File: config.mk
export PLATFORM = sky130hd
export DESIGN_NAME = serial_shift_unit
export DESIGN_NICKNAME = d
export VERILOG_FILES = /design/src/rtl/serial_shift_unit.sv
export SDC_FILE = /design/constraint.sdc
export NUM_CORES = 1
export LEC_CHECK = 0
export ABC_AREA = 0
export CORE_MARGIN = 1
export CORE_UTILIZATION = 30
export DETAILED_ROUTE_END_ITERATION = 7
export HOLD_SLACK_MARGIN = 0.02
export PLACE_DENSITY_LB_ADDON = 0.3
export SLEW_MARGIN = 0
export SYNTH_ARGS = -nofsm -noshare
export SYNTH_HDL_FRONTEND = slang
export SYNTH_SLANG_ARGS = --single-unit
export TNS_END_PERCENT = 50
File: constraint.sdc
create_clock -name clk -period 2.65 [get_ports clk]
set_clock_uncertainty 0.15 [all_clocks]
set_input_delay 0.53 -clock clk [delete_from_list [all_inputs] [get_ports clk]]
set_output_delay 0.53 -clock clk [all_outputs]
set_load 0.005 [all_outputs]
File: src/rtl/serial_shift_unit.sv
// serial_shift_unit: bit-serial SLL/SRL/SRA for the 64-bit execute stage.
// Word mode shifts bits [31:0] and sign-extends the 32-bit result.
module serial_shift_unit #(
    parameter int WIDTH   = 64,
    parameter int SHAMT_W = 6
) (
    input  logic               clk,
    input  logic               rst_n,
    input  logic               start,
    input  logic [1:0]         op,
    input  logic               word,
    input  logic [WIDTH-1:0]   operand,
    input  logic [SHAMT_W-1:0] shamt,
    output logic               busy,
    output logic               done,
    output logic [WIDTH-1:0]   result
);

    typedef enum logic [1:0] {
        s_idle,
        s_shift,
        s_done
    } state_t;

    localparam logic [1:0] op_sll  = 2'b00;
    localparam logic [1:0] op_srl  = 2'b01;
    localparam logic [1:0] op_sra  = 2'b10;
    localparam logic [1:0] op_pass = 2'b11;

    state_t             state, state_d;
    logic [SHAMT_W-1:0] cnt, cnt_d, eff;
    logic [WIDTH-1:0]   work, work_d, shifted, final_val, result_d;
    logic [1:0]         op_q, op_d;
    logic               word_q, word_d;
    logic [31:0]        lo;

    assign lo = work[31:0];

    always_comb begin
        if (op == op_pass)
            eff = '0;
        else if (word)
            eff = {{(SHAMT_W-5){1'b0}}, shamt[4:0]};
        else
            eff = shamt;
    end

    // Word mode keeps the upper half at zero; sign extension happens on completion.
    always_comb begin
        shifted = work;
        unique case (op_q)
            op_sll:  shifted = word_q ? {{(WIDTH-32){1'b0}}, lo[30:0], 1'b0}
                                      : {work[WIDTH-2:0], 1'b0};
            op_srl:  shifted = word_q ? {{(WIDTH-32){1'b0}}, 1'b0, lo[31:1]}
                                      : {1'b0, work[WIDTH-1:1]};
            op_sra:  shifted = word_q ? {{(WIDTH-32){1'b0}}, lo[31], lo[31:1]}
                                      : {work[WIDTH-1], work[WIDTH-1:1]};
            default: shifted = work;
        endcase
    end

    assign final_val = word_q ? {{(WIDTH-32){lo[31]}}, lo} : work;

    always_comb begin
        state_d  = state;
        cnt_d    = cnt;
        work_d   = work;
        op_d     = op_q;
        word_d   = word_q;
        result_d = result;
        unique case (state)
            s_idle: begin
                if (start) begin
                    state_d = s_shift;
                    op_d    = op;
                    word_d  = word;
                    cnt_d   = eff;
                    work_d  = word ? {{(WIDTH-32){1'b0}}, operand[31:0]}
                                   : operand;
                end
            end
            s_shift: begin
                if (cnt == '0) begin
                    result_d = final_val;
                    state_d  = s_done;
                end else begin
                    work_d = shifted;
                    cnt_d  = cnt - {{(SHAMT_W-1){1'b0}}, 1'b1};
                end
            end
            s_done:  state_d = s_idle;
            default: state_d = s_idle;
        endcase
    end

    always_ff @(posedge clk or negedge rst_n) begin
        if (!rst_n) begin
            state  <= s_idle;
            cnt    <= '0;
            work   <= '0;
            op_q   <= op_sll;
            word_q <= 1'b0;
            result <= '0;
        end else begin
            state  <= state_d;
            cnt    <= cnt_d;
            work   <= work_d;
            op_q   <= op_d;
            word_q <= word_d;
            result <= result_d;
        end
    end

    assign busy = (state != s_idle);
    assign done = (state == s_done);

endmodule

met1.png
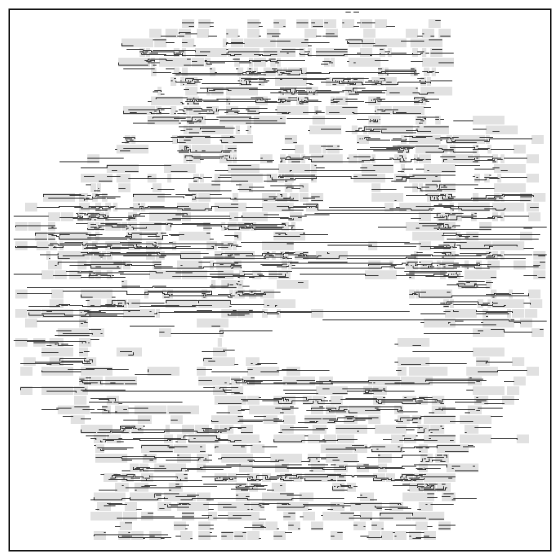
The layer carries 8450 um of wire. The wires run mostly horizontal. The layer holds 48% of the routed length.

met2.png
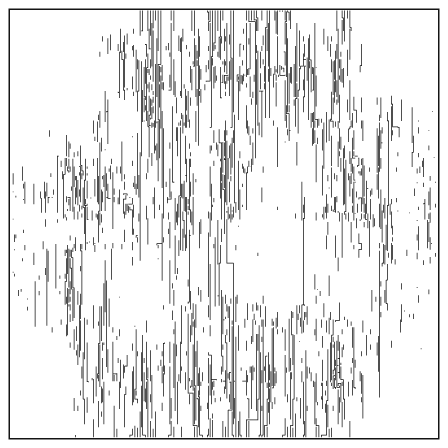
The wires run mostly vertical. 693 nets have wire on it.
GR met2 Demand/Resource: 0.2487
vias after detailed routing: 5216

met4.png
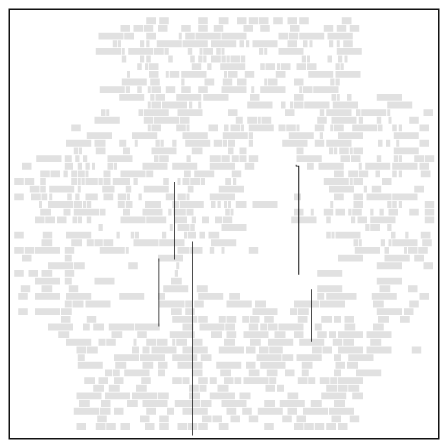
The wires run mostly vertical. The layer carries 178 um of wire. The layer holds 1.0% of the routed length. The longest straight run is 68.7 um. 2 nets have wire on it.

final_congestion.png
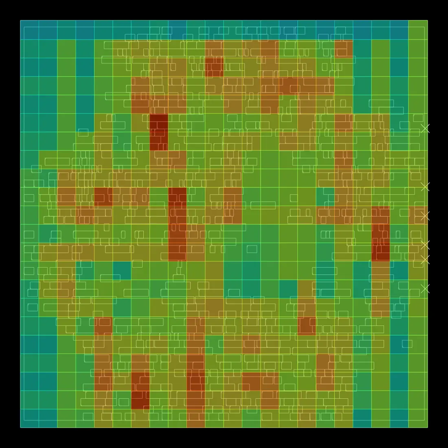
Core Util, Final: 0.4105
overall track demand over capacity in global routing: 0.1579
Global Route met3 Usage: 0.03080
routed wirelength normalized by instance count: 17.26 um
gr busiest metal: met2

==> notes.md <==
On the backend side, the flow ran end to end.

In this run the vertical extent of the chip is 152.1 um. The routed design could run at a clock period as short as 2.424 ns. The count of pins on the block boundary stands at 142.

Looking at the clock tree report, the root buffer type is clkbuf_16. The first global-routing pass estimated 28880 um of wire. After its last routability iteration, the placer logged a weighted congestion of 0.7661. Per Yosys stat, the portion of area used by sequential elements is 0.5149. The number of diodes added for antenna fixing stands at 0. The number of register bits inferred by synthesis stands at 139. The upper clock frequency limit stands at 412.6 MHz. Per the finish-stage timing summary, setup violations number 0. STA lists the maximum fanout along the critical path as 17. After synthesis, the netlist uses 48 different library cells. The final-report max-slew violation count stands at 0. Summed over all layers, the global routing overflow is 0. Counting flops with a built-in enable in the synthesized netlist gives 0.

Counting every net in the synthesized netlist gives 676. In this run the horizontal extent of the chip is 152.1 um. The first TritonRoute pass finished after 8 iterations.

The clock input transition at the sequential cells of the worst setup and hold paths stands at 0.06 ns. Relative to the synthesized area, the layout overhead comes to 33.45%. Summed over all layers, the routed wires come to 17520 um. The cell count after synthesis stands at 593.

The iteration-0 DRC count of the detailed router stands at 390. The number of antenna violations at the first check in global routing stands at 0. STA classifies the critical path endpoint as a register.

STA classifies the critical path startpoint as a register. After floorplanning, the die was sized to cover 23120 um^2. The data arrival time reported for the critical path is 2.60 ns.

The TritonCTS sink count stands at 139. The proportion of layout cells with a drive suffix above 1 stands at 0.1605. The reported leakage power stands at 3.834 nW.

The final timing report gives a worst setup slack of 0.2261 ns. The half-perimeter wire length after placement stands at 11940 um. The layout has 2102 filler cells. The setup path with the least slack is of type reg -> reg.

The count of H-tree levels built during CTS stands at 4. The tally of nets with antenna violations remaining after routing stands at 0. As reported, the later end of the worst-skew pair has a clock insertion delay of 0.41 ns. The final reports fail on design-rule violations.

At the floorplan stage, the core utilization is reported as 0.3076. The maximum ir drop on the vdd rail stands at 562.4 uV. The routed layout reports a DRC error count of 12. The path class of the tightest hold or removal check is reg -> reg.

The number of CTS-inserted buffers stands at 17. The number of logged tool warnings stands at 31. Setup repair after global routing left no endpoint under its margin. Before any placement, the netlist area is recorded as 6755 um^2.

Of all flip-flops after synthesis, the portion carrying an async set or reset was 1.000. Post-synth the commonest register cell is dfrtp_1. In the finished design, the share of the clock period the worst path needs comes to 0.9147. The post-synthesis average cell area stands at 11.39 um^2. The post-route setup TNS stands at 0 ns.

The via density per instance stands at 5.139. In the post-synthesis netlist, the biggest area contributors are dfrtp_1 51%, mux2_2 9.5%, mux2i_1 4.4%, a221o_1 4.3%, a222oi_1 4.3%. Of the post-synthesis cell area, the dominant cell type holds 0.5149.

In the Yosys report the total cell count is 593. TritonCTS built the clock tree. The normalized max-slew margin stands at 0.4507.

After synthesis, the most frequently instantiated cells are 139 x dfrtp_1, 57 x mux2_2, 42 x o21ai_0, 41 x a21oi_1, 40 x nand2_1. The run finished, with violations left. Per the synthesis report, the dominant area consumer among library cells is dfrtp_1.

Across the run, the number of max-cap violations was 0. The power per standard cell area stands at 1196 nW/um^2. The number of buffer cells added on primary ports stands at 141. The most common cell in the synthesized netlist is dfrtp_1.

At the placement stage, the worst setup path has a slack of 0.1836 ns. The clock passes through at most 2 buffers. The yosys synthesis warning count stands at 0. The chip area line in the Yosys stat output reads 6755 um^2. The number of failing hold endpoints at the final stage stands at 0. The final layout contains 807 nets. Entering global routing, the biggest net connects 57 pins.
==> path summary, 6_finish.rpt <==
kind / startpoint / endpoint / slack [ns] / cells past startpoint
max: op_q[0] / work[35] / 0.23 / 7
min: result[54] / result[54] / 0.32 / 2
max reg2reg: op_q[0] / work[35] / 0.23 / 7
min reg2reg: result[54] / result[54] / 0.32 / 2
max in group asynchronous: rst_n / result[48] / 1.19 / 3
min in group asynchronous: rst_n / result[23] / 0.46 / 2
==> per-stage QoR <==
step | cells | hold slack (ns) | total power, W | instance area [um^2]
detailed placement | 984 | 0.3197 | 0.008689 | 8478
finish | 1015 | 0.3230 | 0.01078 | 9015
global placement | 984 | 0.3119 | 0.008624 | 8478
CTS | 1015 | 0.3328 | 0.01091 | 9015
floorplan | 593 | 0.08441 | 0.006870 | 6755
global route | 1015 | 0.3478 | 0.01159 | 9015
==> critical path, stage by stage, from the launching register on <==
cell	delay, ns
dfrtp_1	0.40
inv_1	0.13
ha_1	0.23
nor2_1	0.10
nor4b_4	0.70
buf_4	0.36
a222oi_1	0.13
mux2i_1	0.16
==> placed cells by master (no fill, tap or decap), types with 7 or more instances in the layout <==
master	Yosys	layout
a21oi_1	41	41
a221o_1	29	29
a222oi_1	29	29
buf_4	10	17
clkbuf_16	0	17
clkdlybuf4s50_1	0	140
dfrtp_1	139	139
ha_1	7	7
inv_1	37	37
mux2_1	7	7
mux2_2	57	57
mux2i_1	30	30
nand2_1	40	40
nor2_1	9	8
nor3b_1	31	31
o21ai_0	42	42
==> routing by layer <==
layer / GRT usage / up-vias / share of wire
met5: 0 / - / 0
met4: 0.04956 / 0 / 0.010
met3: 0.03080 / 15 / 0.043
met2: 0.2487 / 125 / 0.47
met1: 0.2184 / 2604 / 0.48
li1: - / 2472 / -
==> power breakdown <==
group          switching [W]  internal, W  total, W
Combinational        0.00248      0.00255   0.00503
Sequential          0.000654      0.00293   0.00358
Clock               0.000874      0.00130   0.00217
==> cells by family after synthesis <==
group / count (synthesis) / synth area share
AOI/OAI and AO/OA: 162 / 0.1736
DFF: 139 / 0.5149
and+or+nand+nor: 101 / 0.08520
muxes: 94 / 0.1511
buffers and inverters: 90 / 0.06223
adders and majority gates: 7 / 0.01296
==> what timing repair did <==
item,in CTS,in global routing
endpoints found under the setup margin,0,14
endpoints found under the hold margin,42,0
hold buffers,1,0
buffers inserted,0,0
==> area by class of cell <==
type	instances	area [um^2]	area share
clock inverters	8	72.57	0.008050
repair buffers	163	1630	0.1808
inverters	39	146.4	0.01624
well taps	280	350.3	0.03886
clock buffers	22	454.2	0.05038
flip-flops and latches	139	3478	0.3858
multi-input cells	364	2883	0.3198
==> registers in the layout, indices dropped and copies added, names as in the netlist <==
signal / flops
result: 64
work: 64
cnt: 6
op_q: 2
state: 2
word_q: 1
Power is estimated from default activity; no workload was simulated.
